clock_map.png
Scale bar: 50 um.
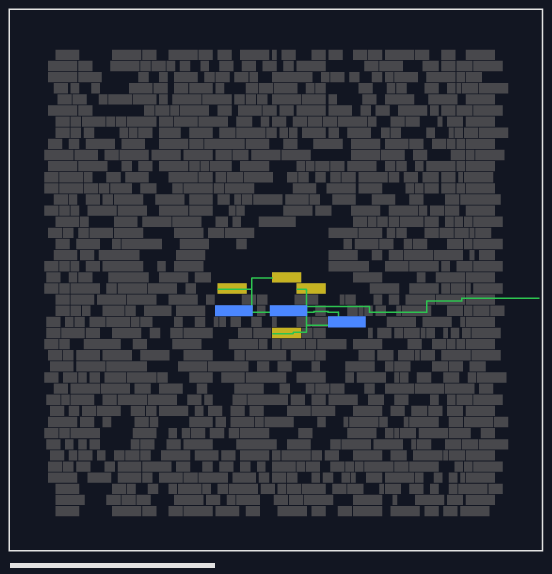
gate_families.png
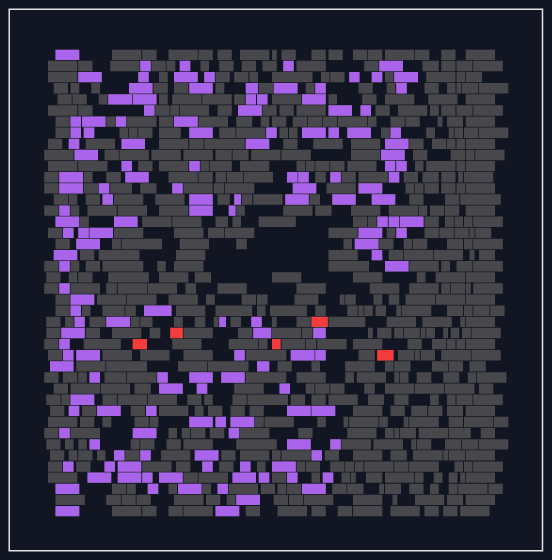
metal_stack.png
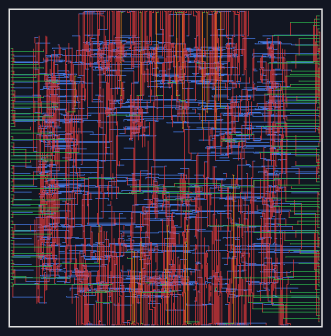
File: src/rtl/liteeth_sram_pkg.sv
`default_nettype none
// ============================================================================
// Module   : liteeth_sram_pkg
// Purpose  : Shared types and default geometry for the liteeth 1RW1R SRAM
//            RW-port arbiter (state encoding, requester id, default sizes).
// Revision : 1.0 - initial release
// ============================================================================
package liteeth_sram_pkg;

    localparam int DEFAULT_BITS       = 32;
    localparam int DEFAULT_WORD_DEPTH = 384;
    localparam int DEFAULT_ADDR_WIDTH = 9;

    // ST_INIT only exists when the zero-fill engine is compiled in.
    typedef enum logic [0:0] {
        ST_INIT = 1'b0,
        ST_RUN  = 1'b1
    } state_t;

    // Requester index: 0 or 1.
    typedef logic req_id_t;

endpackage
`default_nettype wire

File: src/rtl/liteeth_rr_arb2.sv
`default_nettype none
// ============================================================================
// Module   : liteeth_rr_arb2
// Purpose  : Two-way round-robin arbiter. The grant is combinational from the
//            valid inputs and the priority pointer; the pointer flips to the
//            other requester after every grant.
// Ports    : clk, rst      - clock, synchronous active-high reset
//            en            - arbitration enable (no grants while low)
//            valid0/valid1 - requests
//            grant0/grant1 - one-hot grant (at most one high)
//            gnt_any       - some requester granted this cycle
//            gnt_id        - index of the granted requester
// Revision : 1.0 - initial release
// ============================================================================
module liteeth_rr_arb2
    import liteeth_sram_pkg::*;
(
    input  logic    clk,
    input  logic    rst,
    input  logic    en,
    input  logic    valid0,
    input  logic    valid1,
    output logic    grant0,
    output logic    grant1,
    output logic    gnt_any,
    output req_id_t gnt_id
);

    req_id_t r_prio;
    logic    w_pick1;

    // Requester 1 wins when it is alone or when both ask and it holds priority.
    assign w_pick1 = valid1 && (!valid0 || r_prio);
    assign gnt_id  = w_pick1;
    assign gnt_any = en && (valid0 || valid1);
    assign grant0  = en && valid0 && !w_pick1;
    assign grant1  = en && valid1 && w_pick1;

    always_ff @(posedge clk) begin
        if (rst) begin
            r_prio <= 1'b0;
        end else if (gnt_any) begin
            r_prio <= ~gnt_id;
        end
    end

endmodule
`default_nettype wire

File: src/rtl/liteeth_sram_rw_arbiter.sv
`default_nettype none
// ============================================================================
// Module   : liteeth_sram_rw_arbiter
// Purpose  : Shares the RW port of a 1RW1R SRAM macro between two requesters
//            with round-robin arbitration, read-response routing and
//            out-of-range protection. Optional zero-fill after reset when
//            SRAM_CTRL_INIT_EN is defined.
// Ports    : clk0, rst                 - clock, sync active-high reset
//            reqN_*  (N=0,1)           - valid/ready command channel
//            rspN_*  (N=0,1)           - read response (valid, rdata, err)
//            ce_rw1, we_in_rw1, addr_rw1, wd_in_rw1, w_mask_rw1 - macro drive
//            rd_out_rw1                - macro registered read data
//            init_done                 - block accepts requests
// Macro    : SRAM_CTRL_INIT_EN - compile in the post-reset zero-fill engine
// Revision : 1.0 - initial release
// ============================================================================
module liteeth_sram_rw_arbiter
    import liteeth_sram_pkg::*;
#(
    parameter int BITS       = DEFAULT_BITS,
    parameter int WORD_DEPTH = DEFAULT_WORD_DEPTH,
    parameter int ADDR_WIDTH = DEFAULT_ADDR_WIDTH
) (
    input  logic                  clk0,
    input  logic                  rst,
    input  logic                  req0_valid,
    output logic                  req0_ready,
    input  logic                  req0_we,
    input  logic [ADDR_WIDTH-1:0] req0_addr,
    input  logic [BITS-1:0]       req0_wdata,
    input  logic [BITS-1:0]       req0_wmask,
    input  logic                  req1_valid,
    output logic                  req1_ready,
    input  logic                  req1_we,
    input  logic [ADDR_WIDTH-1:0] req1_addr,
    input  logic [BITS-1:0]       req1_wdata,
    input  logic [BITS-1:0]       req1_wmask,
    output logic                  rsp0_valid,
    output logic [BITS-1:0]       rsp0_rdata,
    output logic                  rsp0_err,
    output logic                  rsp1_valid,
    output logic [BITS-1:0]       rsp1_rdata,
    output logic                  rsp1_err,
    output logic                  ce_rw1,
    output logic                  we_in_rw1,
    output logic [ADDR_WIDTH-1:0] addr_rw1,
    output logic [BITS-1:0]       wd_in_rw1,
    output logic [BITS-1:0]       w_mask_rw1,
    input  logic [BITS-1:0]       rd_out_rw1,
    output logic                  init_done
);

    logic                  w_run;
    logic                  w_filling;
    logic [ADDR_WIDTH-1:0] w_fill_addr;
    logic                  w_gnt_any;
    req_id_t               w_gnt_id;
    logic                  w_we;
    logic [ADDR_WIDTH-1:0] w_addr;
    logic [BITS-1:0]       w_wdata;
    logic [BITS-1:0]       w_wmask;
    logic                  w_in_range;
    logic                  w_rsp_live;
    logic [BITS-1:0]       w_rsp_data;

    logic                  r_pend_rd;
    logic                  r_pend_oor;
    req_id_t               r_pend_id;

`ifdef SRAM_CTRL_INIT_EN
    localparam logic [ADDR_WIDTH-1:0] c_last_addr = ADDR_WIDTH'(WORD_DEPTH - 1);

    state_t                r_state;
    logic [ADDR_WIDTH-1:0] r_fill;
    logic                  r_init_done;

    // Zero-fill walker: one word per cycle, then hand over to arbitration.
    always_ff @(posedge clk0) begin
        if (rst) begin
            r_state     <= ST_INIT;
            r_fill      <= '0;
            r_init_done <= 1'b0;
        end else begin
            case (r_state)
                ST_INIT: begin
                    r_fill <= r_fill + 1'b1;
                    if (r_fill == c_last_addr) begin
                        r_state     <= ST_RUN;
                        r_fill      <= '0;
                        r_init_done <= 1'b1;
                    end
                end
                default: ;
            endcase
        end
    end

    assign w_run       = (r_state == ST_RUN);
    assign w_filling   = !rst && (r_state == ST_INIT);
    assign w_fill_addr = r_fill;
    assign init_done   = r_init_done;
`else
    assign w_run       = 1'b1;
    assign w_filling   = 1'b0;
    assign w_fill_addr = '0;
    assign init_done   = 1'b1;
`endif

    liteeth_rr_arb2 u_arb (
        .clk     (clk0),
        .rst     (rst),
        .en      (w_run && !rst),
        .valid0  (req0_valid),
        .valid1  (req1_valid),
        .grant0  (req0_ready),
        .grant1  (req1_ready),
        .gnt_any (w_gnt_any),
        .gnt_id  (w_gnt_id)
    );

    // Command of the winning requester.
    always_comb begin
        w_we    = w_gnt_id ? req1_we    : req0_we;
        w_addr  = w_gnt_id ? req1_addr  : req0_addr;
        w_wdata = w_gnt_id ? req1_wdata : req0_wdata;
        w_wmask = w_gnt_id ? req1_wmask : req0_wmask;
    end

    assign w_in_range = (32'(w_addr) < 32'(WORD_DEPTH));

    // Macro drive: zero-fill, an in-range grant, or fully idle.
    always_comb begin
        ce_rw1     = 1'b0;
        we_in_rw1  = 1'b0;
        addr_rw1   = '0;
        wd_in_rw1  = '0;
        w_mask_rw1 = '0;
        if (w_filling) begin
            ce_rw1     = 1'b1;
            we_in_rw1  = 1'b1;
            addr_rw1   = w_fill_addr;
            w_mask_rw1 = '1;
        end else if (w_gnt_any && w_in_range) begin
            ce_rw1     = 1'b1;
            we_in_rw1  = w_we;
            addr_rw1   = w_addr;
            wd_in_rw1  = w_wdata;
            w_mask_rw1 = w_wmask;
        end
    end

    // Accepted reads (in range or not) owe exactly one response next cycle.
    always_ff @(posedge clk0) begin
        if (rst) begin
            r_pend_rd  <= 1'b0;
            r_pend_id  <= 1'b0;
            r_pend_oor <= 1'b0;
        end else begin
            r_pend_rd  <= w_gnt_any && !w_we;
            r_pend_id  <= w_gnt_id;
            r_pend_oor <= !w_in_range;
        end
    end

    // A response still pending when reset arrives is dropped.
    assign w_rsp_live = r_pend_rd && !rst;
    assign w_rsp_data = r_pend_oor ? '0 : rd_out_rw1;

    assign rsp0_valid = w_rsp_live && (r_pend_id == 1'b0);
    assign rsp1_valid = w_rsp_live && (r_pend_id == 1'b1);
    assign rsp0_rdata = rsp0_valid ? w_rsp_data : '0;
    assign rsp1_rdata = rsp1_valid ? w_rsp_data : '0;
    assign rsp0_err   = rsp0_valid && r_pend_oor;
    assign rsp1_err   = rsp1_valid && r_pend_oor;

endmodule
`default_nettype wire

File: config.mk
export PLATFORM = sky130hd
export DESIGN_NAME = liteeth_sram_rw_arbiter
export DESIGN_NICKNAME = d
export VERILOG_FILES = /design/src/rtl/liteeth_sram_pkg.sv /design/src/rtl/liteeth_rr_arb2.sv /design/src/rtl/liteeth_sram_rw_arbiter.sv
export SDC_FILE = /design/constraint.sdc
export NUM_CORES = 1
export LEC_CHECK = 0
export CAP_MARGIN = 15
export CORE_AREA = 8 8 122 124
export DETAILED_ROUTE_END_ITERATION = 8
export DIE_AREA = 0 0 130 132
export SYNTH_ARGS = -nofsm -noshare
export SYNTH_HDL_FRONTEND = slang
export SYNTH_SLANG_ARGS = --single-unit
File: constraint.sdc
create_clock -name clk0 -period 2.4 [get_ports clk0]
set_input_delay 0.72 -clock clk0 [delete_from_list [all_inputs] [get_ports clk0]]
set_output_delay 0.72 -clock clk0 [all_outputs]
set_load 0.05 [all_outputs]
==> flow_summary.json <==
{
  "portBuffers": 328,
  "clkTransAtPathRegs_ns": 0.03,
  "globalRoute.totalOverflow": 0,
  "die.size.y_um": 132,
  "std_cell_rows": 42,
  "fin_setup_tns_ns": -9.807,
  "post_layout_period_usage_pct": 105.9,
  "final.setup.worst_slack_ns": -0.1420,
  "enable_flop_cells": 0,
  "status": "finished, violations left",
  "postSynthSeqShare_pct": 3.272,
  "area_of_the_synthesized_netlist_per_yosys_stat_um2": 2447,
  "crit_path_cell_trace": "buf_8, and2b_4, buf_12, o211ai_1, a21oi_4, buf_12",
  "via_count_of_the_first_global_routing_pass": 5359,
  "violations_in_the_final_reports": "negative setup slack",
  "setup_violations": 104,
  "number_of_clock_buffers_in_the_layout": 3,
  "highest_layer": "met4",
  "powerSeq_mw": 0.0746,
  "count_of_final_max_slew_check_failures": 0,
  "pwr_density_cell_nw_per_um2": 247.7,
  "design.final.nets": 947,
  "share_comb_of_total_power_pct": 85.8,
  "min_path_cells": 2,
  "max_cap_violations": 0,
  "maximum_net_fanout_on_the_critical_path": 19,
  "numSynthFlops": 4,
  "buffers": 407,
  "largest_class": "buffers",
  "met2_usage_pct": 45.50,
  "dpl_cell_area_um2": 8730,
  "core_um2": 12980,
  "drive_gt1_share_pct": 52.43,
  "critical_path_cell_count": 6,
  "num_vias": 4948,
  "final_wirelength_mm": 21.79,
  "internal_power_mw": 1.313
}
## Picture notes: clock_map.png
legend:
  clock wires:
    color: green
    length: 162 um
  cells driving clock nets:
    color: blue
    count: 3
  flip-flops:
    color: yellow
    count: 4
routed clock nets: 4
flops lie: center

## Picture notes: gate_families.png
legend:
  AND and OR gates:
    color: red
    cells: 5
  inverting AOI/OAI gates:
    color: purple
    cells: 152
commonest non-fill, non-tap cell in the layout: buf_12
multi-input gate share of the layout cell area: 32.59%
Cell Count, Final, Fillers Out: 937

## Picture notes: metal_stack.png
legend:
  met4:
    color: orange
    wire_length: 672 um
  met3:
    color: green
    wire_length: 2,070 um
  met2:
    color: red
    wire_length: 11,700 um
  met1:
    color: blue
    wire_length: 7,380 um

